### src/rtl/ece429_mem_arbiter.sv
// ---------------------------------------------------------------------------
// ece429_mem_arbiter
//
// Shares one single-ported ECE429_Memory between the SREC loader, the data
// (M) stage and the instruction fetch stage. One access is in flight at a
// time; the winning command is registered onto the memory port and held for
// MEM_LATENCY cycles, then the read data is captured and a one-cycle valid
// pulse is returned to the winner. cpu_stall holds the pipeline while the
// loader owns (or is asking for) the memory.
//
// Parameters
//   MEM_LATENCY   cycles the memory port is held per access (>= 1)
//   STARVE_LIMIT  consecutive data grants, with i_req pending, after which
//                 fetch is forced to win the next arbitration
//
// Ports
//   clock, reset                   rising-edge clock, async active-high reset
//   load_req/addr/data/size        loader write request and operands
//   load_grant                     loader accepted (combinational pulse)
//   d_req/we/addr/size/wdata       data-stage request and operands
//   d_grant                        data accepted (combinational pulse)
//   d_valid, d_rdata               data access done (registered pulse) + data
//   i_req/addr/size                fetch request (always a read)
//   i_grant                        fetch accepted (combinational pulse)
//   i_valid, i_rdata               fetch done (registered pulse) + word
//   mem_addr/datain/access_size    registered command to the memory
//   mem_r_w                        registered direction, 1 = write
//   mem_dataout                    read data from the memory
//   cpu_stall                      hold the pipeline
//
// FSM states
//   state  | meaning
//   -------+-------------------------------------------------------------
//   S_IDLE | memory free; arbitrate and issue at most one grant
//   S_BUSY | access in flight; mem_* held, cnt counts down to completion
// ---------------------------------------------------------------------------
module ece429_mem_arbiter #(
  parameter int unsigned MEM_LATENCY  = 2,
  parameter int unsigned STARVE_LIMIT = 4
) (
  input  logic        clock,
  input  logic        reset,

  input  logic        load_req,
  input  logic [31:0] load_addr,
  input  logic [31:0] load_data,
  input  logic [1:0]  load_size,
  output logic        load_grant,

  input  logic        d_req,
  input  logic        d_we,
  input  logic [31:0] d_addr,
  input  logic [1:0]  d_size,
  input  logic [31:0] d_wdata,
  output logic        d_grant,
  output logic        d_valid,
  output logic [31:0] d_rdata,

  input  logic        i_req,
  input  logic [31:0] i_addr,
  input  logic [1:0]  i_size,
  output logic        i_grant,
  output logic        i_valid,
  output logic [31:0] i_rdata,

  output logic [31:0] mem_addr,
  output logic [31:0] mem_datain,
  output logic [1:0]  mem_access_size,
  output logic        mem_r_w,
  input  logic [31:0] mem_dataout,

  output logic        cpu_stall
);

  localparam int unsigned CNT_W = $clog2(MEM_LATENCY + 1);
  localparam int unsigned STK_W = $clog2(STARVE_LIMIT + 2);

  localparam logic [CNT_W-1:0] CNT_LOAD = CNT_W'(MEM_LATENCY);
  localparam logic [CNT_W-1:0] CNT_ONE  = CNT_W'(1);
  localparam logic [STK_W-1:0] STK_MAX  = STK_W'(STARVE_LIMIT);
  localparam logic [STK_W-1:0] STK_ONE  = STK_W'(1);

  typedef enum logic {
    S_IDLE = 1'b0,
    S_BUSY = 1'b1
  } state_t;

  typedef enum logic [1:0] {
    OWN_LOAD  = 2'd0,
    OWN_DATA  = 2'd1,
    OWN_FETCH = 2'd2
  } owner_t;

  state_t           state_q,      state_d;
  owner_t           owner_q,      owner_d;
  logic [CNT_W-1:0] cnt_q,        cnt_d;
  logic [STK_W-1:0] streak_q,     streak_d;
  logic [31:0]      mem_addr_q,   mem_addr_d;
  logic [31:0]      mem_datain_q, mem_datain_d;
  logic [1:0]       mem_size_q,   mem_size_d;
  logic             mem_r_w_q,    mem_r_w_d;
  logic             d_valid_q,    d_valid_d;
  logic             i_valid_q,    i_valid_d;
  logic [31:0]      d_rdata_q,    d_rdata_d;
  logic [31:0]      i_rdata_q,    i_rdata_d;

  logic idle;
  logic force_fetch;

  // Grants are only offered from a settled IDLE state; while reset is held
  // the arbiter must not accept anything.
  assign idle        = (state_q == S_IDLE) && !reset;
  assign force_fetch = i_req && (streak_q == STK_MAX);

  // Loader always wins; fetch overtakes data once data has starved it.
  assign load_grant = idle && load_req;
  assign d_grant    = idle && !load_req && d_req && !force_fetch;
  assign i_grant    = idle && !load_req && i_req && (!d_req || force_fetch);

  always_comb begin
    state_d      = state_q;
    owner_d      = owner_q;
    cnt_d        = cnt_q;
    streak_d     = streak_q;
    mem_addr_d   = mem_addr_q;
    mem_datain_d = mem_datain_q;
    mem_size_d   = mem_size_q;
    mem_r_w_d    = mem_r_w_q;
    d_valid_d    = 1'b0;
    i_valid_d    = 1'b0;
    d_rdata_d    = d_rdata_q;
    i_rdata_d    = i_rdata_q;

    case (state_q)
      S_IDLE: begin
        // Streak only tracks data grants that actually kept fetch waiting.
        if (i_grant || !i_req) begin
          streak_d = '0;
        end else if (d_grant && (streak_q != STK_MAX)) begin
          streak_d = streak_q + STK_ONE;
        end

        if (load_grant) begin
          state_d      = S_BUSY;
          owner_d      = OWN_LOAD;
          cnt_d        = CNT_LOAD;
          mem_addr_d   = load_addr;
          mem_datain_d = load_data;
          mem_size_d   = load_size;
          mem_r_w_d    = 1'b1;
        end else if (d_grant) begin
          state_d      = S_BUSY;
          owner_d      = OWN_DATA;
          cnt_d        = CNT_LOAD;
          mem_addr_d   = d_addr;
          mem_datain_d = d_wdata;
          mem_size_d   = d_size;
          mem_r_w_d    = d_we;
        end else if (i_grant) begin
          state_d      = S_BUSY;
          owner_d      = OWN_FETCH;
          cnt_d        = CNT_LOAD;
          mem_addr_d   = i_addr;
          mem_datain_d = '0;
          mem_size_d   = i_size;
          mem_r_w_d    = 1'b0;
        end
      end

      S_BUSY: begin
        cnt_d = cnt_q - CNT_ONE;
        // Terminal count: the memory has had its full latency, so its output
        // is valid now and the port can be released in the same edge.
        if (cnt_q == CNT_ONE) begin
          state_d   = S_IDLE;
          mem_r_w_d = 1'b0;
          case (owner_q)
            OWN_DATA: begin
              d_valid_d = 1'b1;
              d_rdata_d = mem_dataout;
            end
            OWN_FETCH: begin
              i_valid_d = 1'b1;
              i_rdata_d = mem_dataout;
            end
            default: ;
          endcase
        end
      end

      default: state_d = S_IDLE;
    endcase
  end

  always_ff @(posedge clock or posedge reset) begin
    if (reset) begin
      state_q      <= S_IDLE;
      owner_q      <= OWN_LOAD;
      cnt_q        <= '0;
      streak_q     <= '0;
      mem_addr_q   <= '0;
      mem_datain_q <= '0;
      mem_size_q   <= '0;
      mem_r_w_q    <= 1'b0;
      d_valid_q    <= 1'b0;
      i_valid_q    <= 1'b0;
      d_rdata_q    <= '0;
      i_rdata_q    <= '0;
    end else begin
      state_q      <= state_d;
      owner_q      <= owner_d;
      cnt_q        <= cnt_d;
      streak_q     <= streak_d;
      mem_addr_q   <= mem_addr_d;
      mem_datain_q <= mem_datain_d;
      mem_size_q   <= mem_size_d;
      mem_r_w_q    <= mem_r_w_d;
      d_valid_q    <= d_valid_d;
      i_valid_q    <= i_valid_d;
      d_rdata_q    <= d_rdata_d;
      i_rdata_q    <= i_rdata_d;
    end
  end

  assign mem_addr        = mem_addr_q;
  assign mem_datain      = mem_datain_q;
  assign mem_access_size = mem_size_q;
  assign mem_r_w         = mem_r_w_q;
  assign d_valid         = d_valid_q;
  assign d_rdata         = d_rdata_q;
  assign i_valid         = i_valid_q;
  assign i_rdata         = i_rdata_q;

  // Stall as soon as the loader asks, and for the whole of its access.
  assign cpu_stall = reset || load_req || ((state_q == S_BUSY) && (owner_q == OWN_LOAD));

endmodule

### config.mk
export PLATFORM = sky130hd
export DESIGN_NAME = ece429_mem_arbiter
export DESIGN_NICKNAME = d
export VERILOG_FILES = /design/src/rtl/ece429_mem_arbiter.sv
export SDC_FILE = /design/constraint.sdc
export NUM_CORES = 1
export LEC_CHECK = 0
export CAP_MARGIN = 30
export CORE_AREA = 4 4 132 134
export CTS_CLUSTER_SIZE = 20
export DETAILED_ROUTE_END_ITERATION = 12
export DIE_AREA = 0 0 136 138
export GPL_ROUTABILITY_DRIVEN = 0
export GPL_TIMING_DRIVEN = 0
export MAX_ROUTING_LAYER = met4
export PLACE_DENSITY = 0.88
export SYNTH_ARGS = -nofsm -noshare
export SYNTH_HDL_FRONTEND = slang
export SYNTH_SLANG_ARGS = --single-unit
### constraint.sdc
create_clock -name clock -period 12.3 [get_ports clock]
set_clock_uncertainty 0.1 [all_clocks]
set_input_delay 1.845 -clock clock [delete_from_list [all_inputs] [get_ports clock]]
set_output_delay 1.845 -clock clock [all_outputs]
set_load 0.03 [all_outputs]
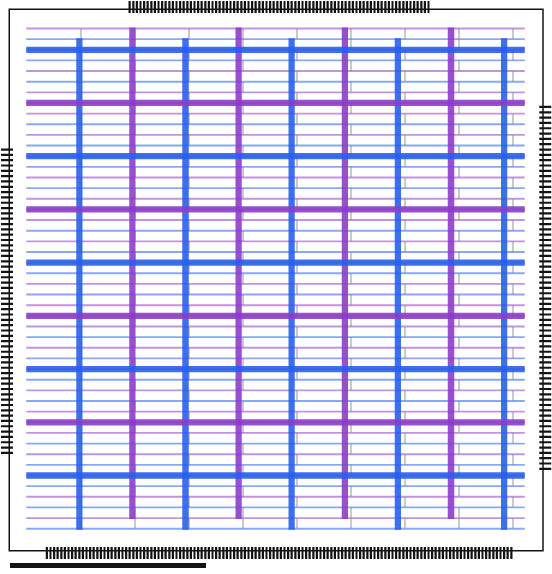
**Above:** run 1 (power grid).
Scale bar: 50 microns. Pins as bars on the die edge. Tap cells in grey.
- purple: VDD
- blue: VSS
- tap cells: 220
- met4 straps: 9
- signal pins: 341
- rows: 47
- met1 rails: 48
Worst IR Drop VDD: 0.1378 mV
height of the die: 138 microns
Core Box Area: 16290 sq um

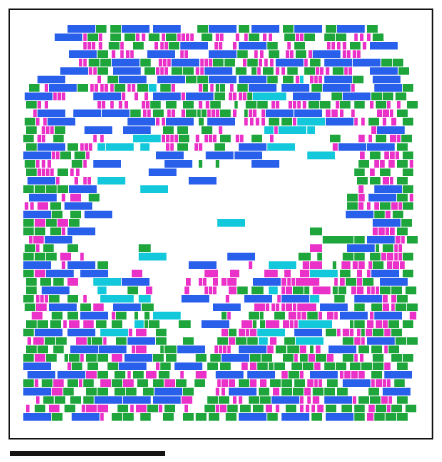
**Above:** run 1 (cells coloured by class).
Scale bar: 50 microns.
- blue: flops (cells 141)
- green: other buffers and delay cells (cells 382)
- magenta: combinational and other logic (cells 458)
- cyan: clock drivers and dummy loads (cells 32)
post-route standard cell area excluding fillers: 10330 sq um
core occupancy in the finished layout: 0.6342

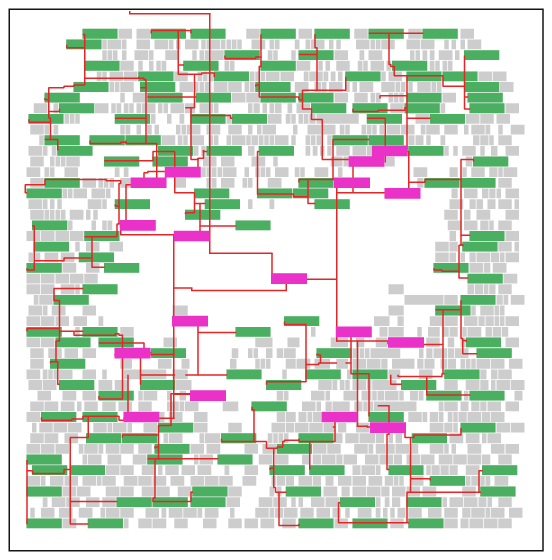
**Above:** run 1 (clock distribution).
- red: clock wires (length 1890 microns)
- magenta: clock drivers (count 17)
- green: flip-flops (count 141)
- routed clock nets: 18
- flops lie: widely spread
clock latency reported for the late side of the worst-skew pair: 0.41 ns
relative contribution of the clock network to total power: 0.199

==> run summary, run 1 <==
Implementation results.

The synthesis report gives the async set-or-reset register share as 1.000. The final tally of max-slew violations is 0. The script computed a power per unit cell area of 261.4 nW/um^2. The post-synthesis area per instance is 9.383 sq um. The xor and xnor area share after synthesis is 0. In this run, the synthesized area fraction spent on and/or/nand/nor cells is recorded as 0.2022. The dominant kind of combinational cell is simple AND/OR/NAND/NOR gates.

The logic share of the area is 0.2014. The mux cell area share after synthesis is 0. The required arrival time at the worst endpoint is 10.35 ns.

The detailed router reports a met3 wire length of 1520 microns. The number of clock buffers in the layout is 18. Setup repair after global routing left no endpoint under its margin. The global routing met2 resource utilization is 0.4023. The total die size is 18770 sq um. Among all stages on the critical path, the maximum delay recorded is 0.77 ns. The post-CTS clock slew at the launch and capture registers of the worst setup and hold paths is 0.06 ns. The report lists the number of standard-cell rows as 47. Counting along the longest clock path gives a buffer depth of 2. The hold path startpoint is d_rdata[29].

After routing, the total negative slack on setup checks comes to 0 ns. The number of buffers added to fix hold violations after cts is 0. The proportion of netlist area held by the largest area contributor is 0.5866.

The final layout contains 1207 nets. The flow inserted 220 tap cells. The largest cell class by area is non-clock buffers. The TritonCTS buffer count is 17.

On the critical path the largest part of the delay comes from buffers and inverters. The most critical hold endpoint after final layout shows a slack of 0.3723 ns. In the per-layer summary, the met1 wirelength comes to 8944 microns. The synthesis report lists the Yosys warning total as 0. Along the worst hold path, the cell count comes to 2.

OpenSTA lists the critical path endpoint as load_grant. The library cell occupying the most area in the post-synthesis netlist is dfrtp_1. Per the post-run analysis, buffers plus inverters along the critical path come to 4. The synthesized net count is 848. The number of enable flip-flop cells is 0. The maximum achievable frequency is 161.9 MHz.

The reg-to-reg critical path startpoint is streak_q[0]. Hold analysis lists the worst path endpoint as d_rdata[29]. The final global-route overflow total is 0. The classification of the worst-slack hold path is reg2reg. The number of nets still failing antenna checks after routing is 0. The internal power is 1568 uW. The final critical delay including setup and external delays is 6.176 ns.

The most frequent cell after synthesis is nand2_1. The net switching power of the design is 1133 uW. The fraction of power consumed by sequential logic is 0.299. The transition time recorded at the tightest slew-check pin is 0.6257 ns. The total number of sequential cells is 141. The met1 usage is 0.2916.

The static leakage power is 0.004712 uW. Leaving out buffers and inverters, the combinational logic in the layout accounts for 2081 sq um. The flip-flop and latch power is 808 uW.

The flow ran to the end, and the final reports show no timing, DRC or antenna violations. Post-synth the commonest register cell is dfrtp_1. The global-route wire length before repair is 35080 microns. The average routed wire per standard cell is 18.56 microns. The slew check shows that the tightest pin keeps a relative margin of 0.5829. The buffers inserted during post-CTS setup optimization is 0.

The number of port buffers is 339. Walking the worst path, the cells encountered are clkdlybuf4s50_1 > nor2_4 > nand2_4 > inv_2 > clkbuf_1 > clkdlybuf4s50_1. The synthesis run shows the most used standard cells to be nand2_1, dfrtp_1, inv_1, a31oi_1, a222oi_1. The timing report gives the worst reg2reg path a setup slack of 10.28 ns. The via count of the routed design is 6259. The sink count of the clock tree is 141. STA shows the worst reg2reg path with a cell count of 7.
**Run 1: routing congestion**

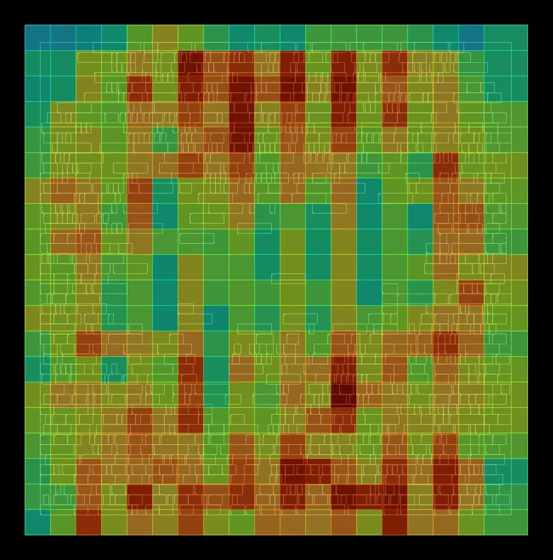

## Run 2: what changed since run 1
Settings changed: CORE_AREA 4 4 132 134 to 4 4 130 145, DIE_AREA 0 0 136 138 to 0 0 134 149, PLACE_DENSITY 0.88 to 0.87.
Clock period 12.3 ns to 5.1 ns, I/O delays scaled along.
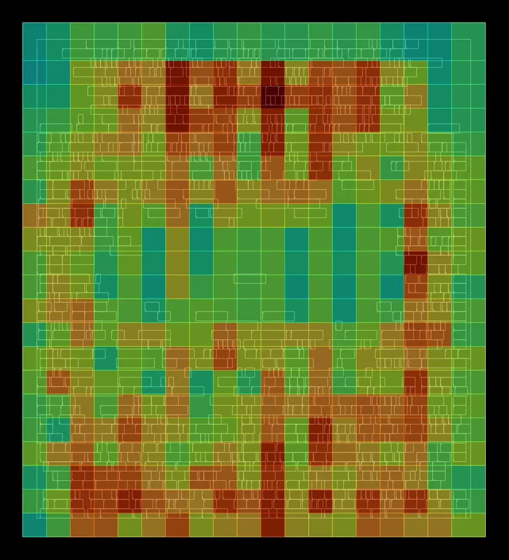
**Above:** run 2 (routing congestion).
met3 GRT Util: 0.05432
core occupancy in the finished layout: 0.5974
layer with the highest usage after global routing: met2

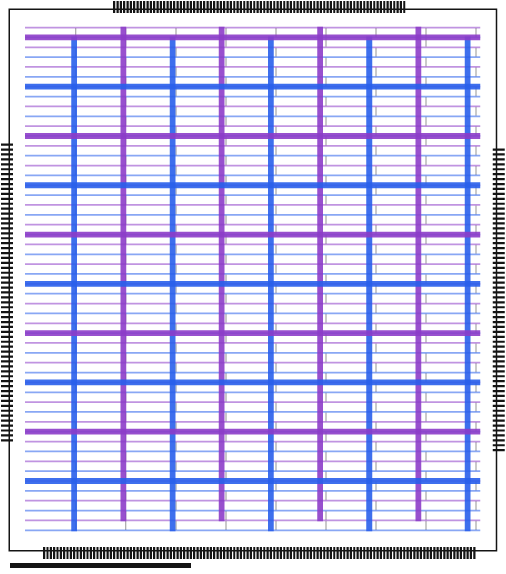
**Above:** run 2 (power grid).
Scale bar: 50 microns. Pins as bars on the die edge. Tap cells in grey.
height of the die: 149 microns
Core Box Area: 17420 sq um

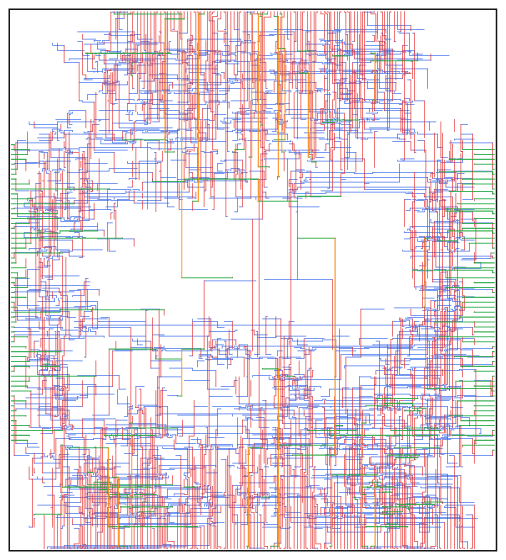
**Above:** run 2 (metal layers overlaid).
- green: metal 3 (wire length 1530 microns)
- orange: metal 4 (wire length 786 microns)
- blue: metal 1 (wire length 9190 microns)
- red: metal 2 (wire length 11700 microns)
detailed-route via count: 6246
post-DR wirelength/cell: 18.55 microns
total wire length after detailed routing: 23210 microns
combined global-route utilization of all metal layers: 0.2359

==> run 2 against run 1 <==
Against the previous run:
- non-clock buffer count unchanged
- synthesized area stayed put
- wire length up 1.4%
- utilization fell by 3.7 points
- setup slack got worse by 5.0 ns
- largest power group unchanged
- highest routed layer unchanged
==> run summary, run 2 <==
Implementation results.

The run finished with clean final reports. Hold timing on the final database bottoms out at a slack of 0.3725 ns. The analysis attributes to cell leakage a power of 0.004748 uW. The largest cell class by area is non-clock buffers. The commonest register cell is dfrtp_1.

The post-route standard cell area excluding fillers is 10410 sq um. The buffer_ports step reported a buffer count of 339. The floorplan has 51 rows. The met1 usage is 0.2872. The worst-case headroom to the max-slew limit is 0.5557. In this design, the largest share of critical-path delay is due to buffers and inverters. The clock latency at the later pin of the worst-skew pair is 0.42 ns. The total die size is 19970 sq um. The routed wirelength on the met1 layer is recorded as 9190 microns. The proportion of power drawn by the clock network is 0.214. The tightest min-delay check is of the reg2reg type. The number of cells on the worst hold path is 2. The count of synthesis-stage warnings from yosys is 0. The final layout net count is 1207. The combinational logic power is 3260 uW. The share of total power in combinational logic is 0.492. For this design, the sink count on the clock tree is 141. The number of buffers added to fix hold violations after cts is 0. Of all flip-flops after synthesis, the portion carrying an async set or reset was 1.000.

Together, buffers and inverters on the worst path number 4. Averaged over all synthesized cells, the footprint is 9.383 sq um. The total number of sequential cells is 141.

The antenna diode count is 0. The number of enable flip-flop cells is 0. The flip-flop and latch power is 1950 uW. The first global-routing pass estimated 35360 microns of wire. The capturing instance or port of the critical path is load_grant. The layout buffering overhead excluding clock cells is 0.3523. The required arrival time at the worst endpoint is 4.24 ns. The final critical delay including setup and external delays is 3.971 ns. Setup repair after global routing left no endpoint under its margin. The fraction of cell area in multi-input combinational cells is reported as 0.2000. The capturing element type of the critical path is an output port. STA classifies the critical path startpoint as a primary input. Per the layout report, the design carries 18 clock buffers. Of the post-synthesis cell area, the dominant cell type holds 0.5866. The mux cell area share after synthesis is 0. Per the synthesis report, the simple-gate share of the synthesized area is 0.2022. The total power draw is 6633 uW. The count of max-cap constraint violations is 0. The internal power of the cells totals 3894 uW. After clock tree synthesis, the setup repair step added 0 buffers. The wire length on met3 is 1526 microns. The path with the worst hold slack has its endpoint at d_rdata[22].

The largest total area in the synthesized netlist belongs to dfrtp_1. The final tally of max-slew violations is 0. The worst hold path begins at d_rdata[22]. The net switching power of the design is 2739 uW. At floorplan, the net count of the design was reported as 848. The final layout reports a setup TNS of 0 ns.

The register-to-register setup slack is 3.02 ns. The cell-mix breakdown from Yosys lists the XOR/XNOR area share as 0. The most frequent cell after synthesis is nand2_1. The power report attributes to the sequential group a share of 0.294. The timing report gives the biggest stage delay along the critical path as 0.77 ns. Of the total synthesized cell area, the portion taken by full adders, half adders and majority gates is 0.006241. The total cell area at the placement stage is 9738 sq um. Dividing total power by cell area gives a power density of 637.4 nW/um^2. The transition time at the pin with the least slew margin is 0.6664 ns. Yosys shows that the main logic family after synthesis is simple AND/OR/NAND/NOR gates. Looking at the reg2reg group, the worst path starts from streak_q[0]. Logic depth along the worst register-to-register path is recorded as 7. The final global-route overflow total is 0.

CTS reports a maximum clock tree buffer depth of 2. The worst-case IR drop observed on VDD is 0.3403 mV. The number of nets still failing antenna checks after routing is 0. Walking the worst path, the cells encountered are clkdlybuf4s50_1 > nor2_4 > nand2_4 > inv_2 > clkbuf_1 > clkdlybuf4s50_1. The design received a total of 238 well taps at floorplan.
**Run 2: clock distribution**

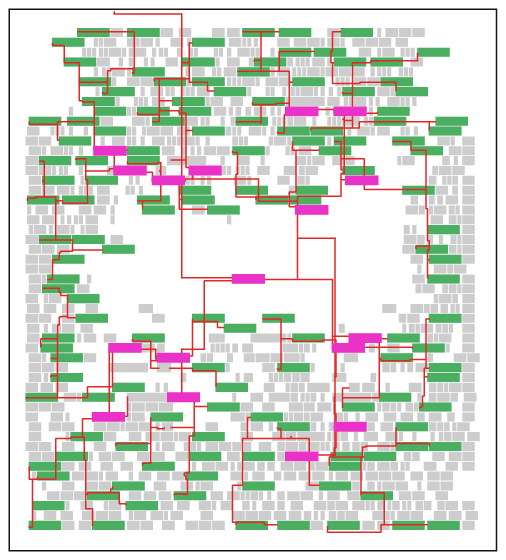

## Run 3: what changed since run 2
Clock period 5.1 ns to 3.19 ns, I/O delays scaled along.
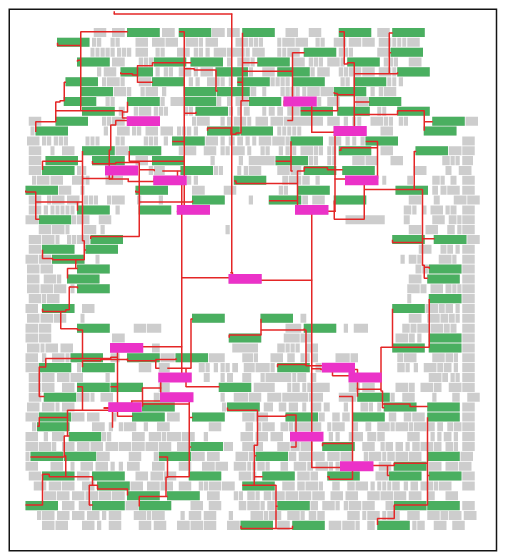
**Above:** run 3 (clock distribution).
- magenta: clock drivers (count 17)
- red: clock wires (length 1950 microns)
- green: flip-flops (count 141)
- routed clock nets: 18
- flops lie: widely spread
relative contribution of the clock network to total power: 0.193
P_clk: 2000 uW

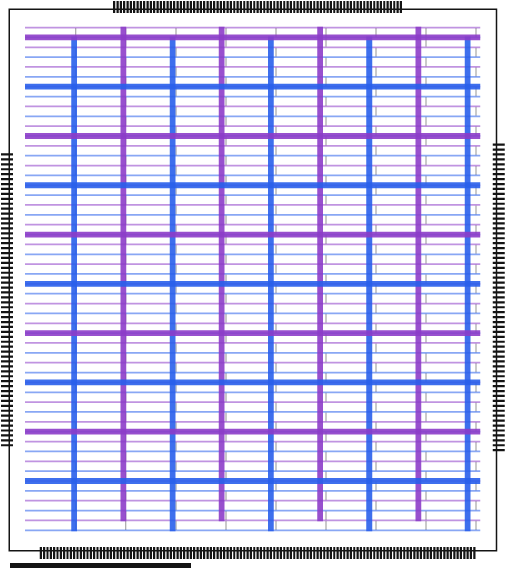
**Above:** run 3 (power grid).
Scale bar: 50 microns. Pins as bars on the die edge. Tap cells in grey.
Worst IR Drop VDD: 0.6003 mV
Die X: 134 microns

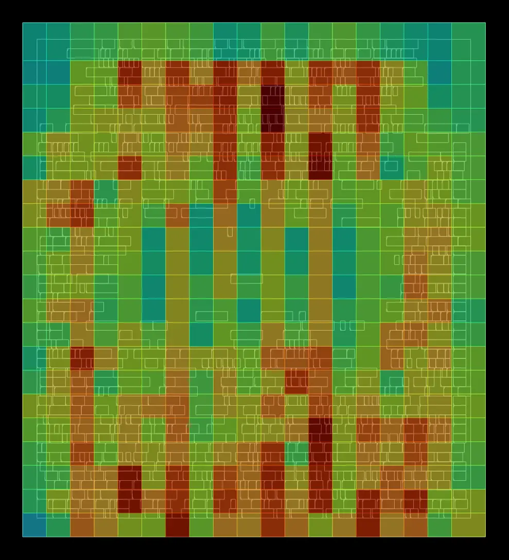
**Above:** run 3 (routing congestion).
core occupancy in the finished layout: 0.5956
combined global-route utilization of all metal layers: 0.2386
post-DR wirelength/cell: 18.60 microns
met3 GRT Util: 0.04858
met1 capacity usage during global routing: 0.2788

==> run 3 against run 2 <==
Against the previous run:
- clock power up 41%
- highest routed layer unchanged
- setup slack got worse by 1.0 ns
- count of clock-buffer cells in the layout grew 2
- wire length increased by 0.34%
- combinational power increased by about 60%
- sequential power rose by about 60%
- sequential share of layout area increased by 0.10 points
- utilization is 0.18 points lower
- global-route usage is 0.27 points higher
==> run summary, run 3 <==
Implementation results.

The run finished with clean final reports. Of the total synthesized cell area, the portion taken by AND, OR, NAND and NOR gates is 0.2022. The final global-route overflow total is 0.

The power report lists cell-internal power as 6000 uW. The critical path start-end classification is in2out. The worst-case reg-to-reg path depth is 7. The post-synthesis area per instance is 9.383 sq um. The switching component of the power was reported as 4345 uW. The via count of the routed design is 6233. For reference, the top cells by count after synthesis are nand2_1, dfrtp_1, inv_1, a31oi_1, a222oi_1. Looking at the post-CTS report, the setup buffer insertion count equals 0. The flip-flop and latch power is 3120 uW. The path with the worst hold slack has its endpoint at streak_q[0]. Per the timing report, the most critical flop-to-flop path originates at streak_q[0]. For the finished layout, the period the worst path requires is 3.089 ns. Together, buffers and inverters on the worst path number 3.

By area, non-clock buffers come first. The post-route standard cell area excluding fillers is 10380 sq um. The final layout net count is 1209. The synthesized net count is 848. The detail route stage leaves a number of antenna-violating nets equal to 0. The final setup TNS is 0 ns. The routed design has 23290 microns of wire. In this build the clock could be raised as far as 323.8 MHz. The power report attributes to the sequential group a share of 0.302. The combinational logic power is 5230 uW. At the pin with the least slew margin, the transition time is 0.6277 ns.

STA classifies the critical path endpoint as an output port. The report lists the power per cell area as 997.1 nW/um^2. During placement, the flow inserted port buffers numbering 339. The register-to-register setup slack is 1.14 ns.

According to the floorplan log, the row count is 51. For met2 alone, demand over resource in global routing was 0.4022. The prevailing post-synth register cell is dfrtp_1. Per the detailed placement report, the placed cell area equals 9789 sq um.

Summing internal, switching and leakage power gives 10340 uW. The total count of hold-check failures in the final report is 0. The mux cell area share after synthesis is 0. The antenna diode count is 0.

The core region is 17420 sq um. In the CTS report, the clock slew at the register clock pins of the worst setup and hold paths is listed as 0.06 ns. Per the final layout report, the fraction of cells sized above drive strength 1 comes to 0.06706.

The routed wirelength on the met1 layer is recorded as 9163 microns. Of the post-synthesis cell area, the dominant cell type holds 0.5866. The number of well taps is 238. Among all stages on the critical path, the maximum delay recorded is 0.76 ns. The power report attributes to the combinational group a share of 0.505. The first global-routing pass estimated 35940 microns of wire. The layout buffering overhead excluding clock cells is 0.3581.

In the finished layout, the clock tree contains a buffer count of 20. Pins over their slew limit in the final report were tallied at 0. The sink count of the clock tree is 141.

The layer flagged by global routing as most heavily used is met2. The cell sequence reported for the critical path is clkdlybuf4s50_1 > nor2_4 > nand2_4 > inv_2 > clkdlybuf4s50_1. The required arrival time at the worst endpoint is 2.61 ns. The async set-or-reset flop fraction in the synthesized netlist is 1.000. The worst-case headroom to the max-slew limit is 0.5815.

The worst-case hold slack is 0.2672 ns. In the finished design the tool counted flip-flops and latches totalling 141. The hold path startpoint is i_req. The wire length on met3 is 1346 microns. The xor and xnor area share after synthesis is 0. After clock tree synthesis, the flow added hold-fix buffers numbering 0. Wire segments on met2 add up to 11970 microns in the final route. CTS reports a maximum clock tree buffer depth of 2.
Power figures rest on the tool's default switching activity, not on a simulated workload.
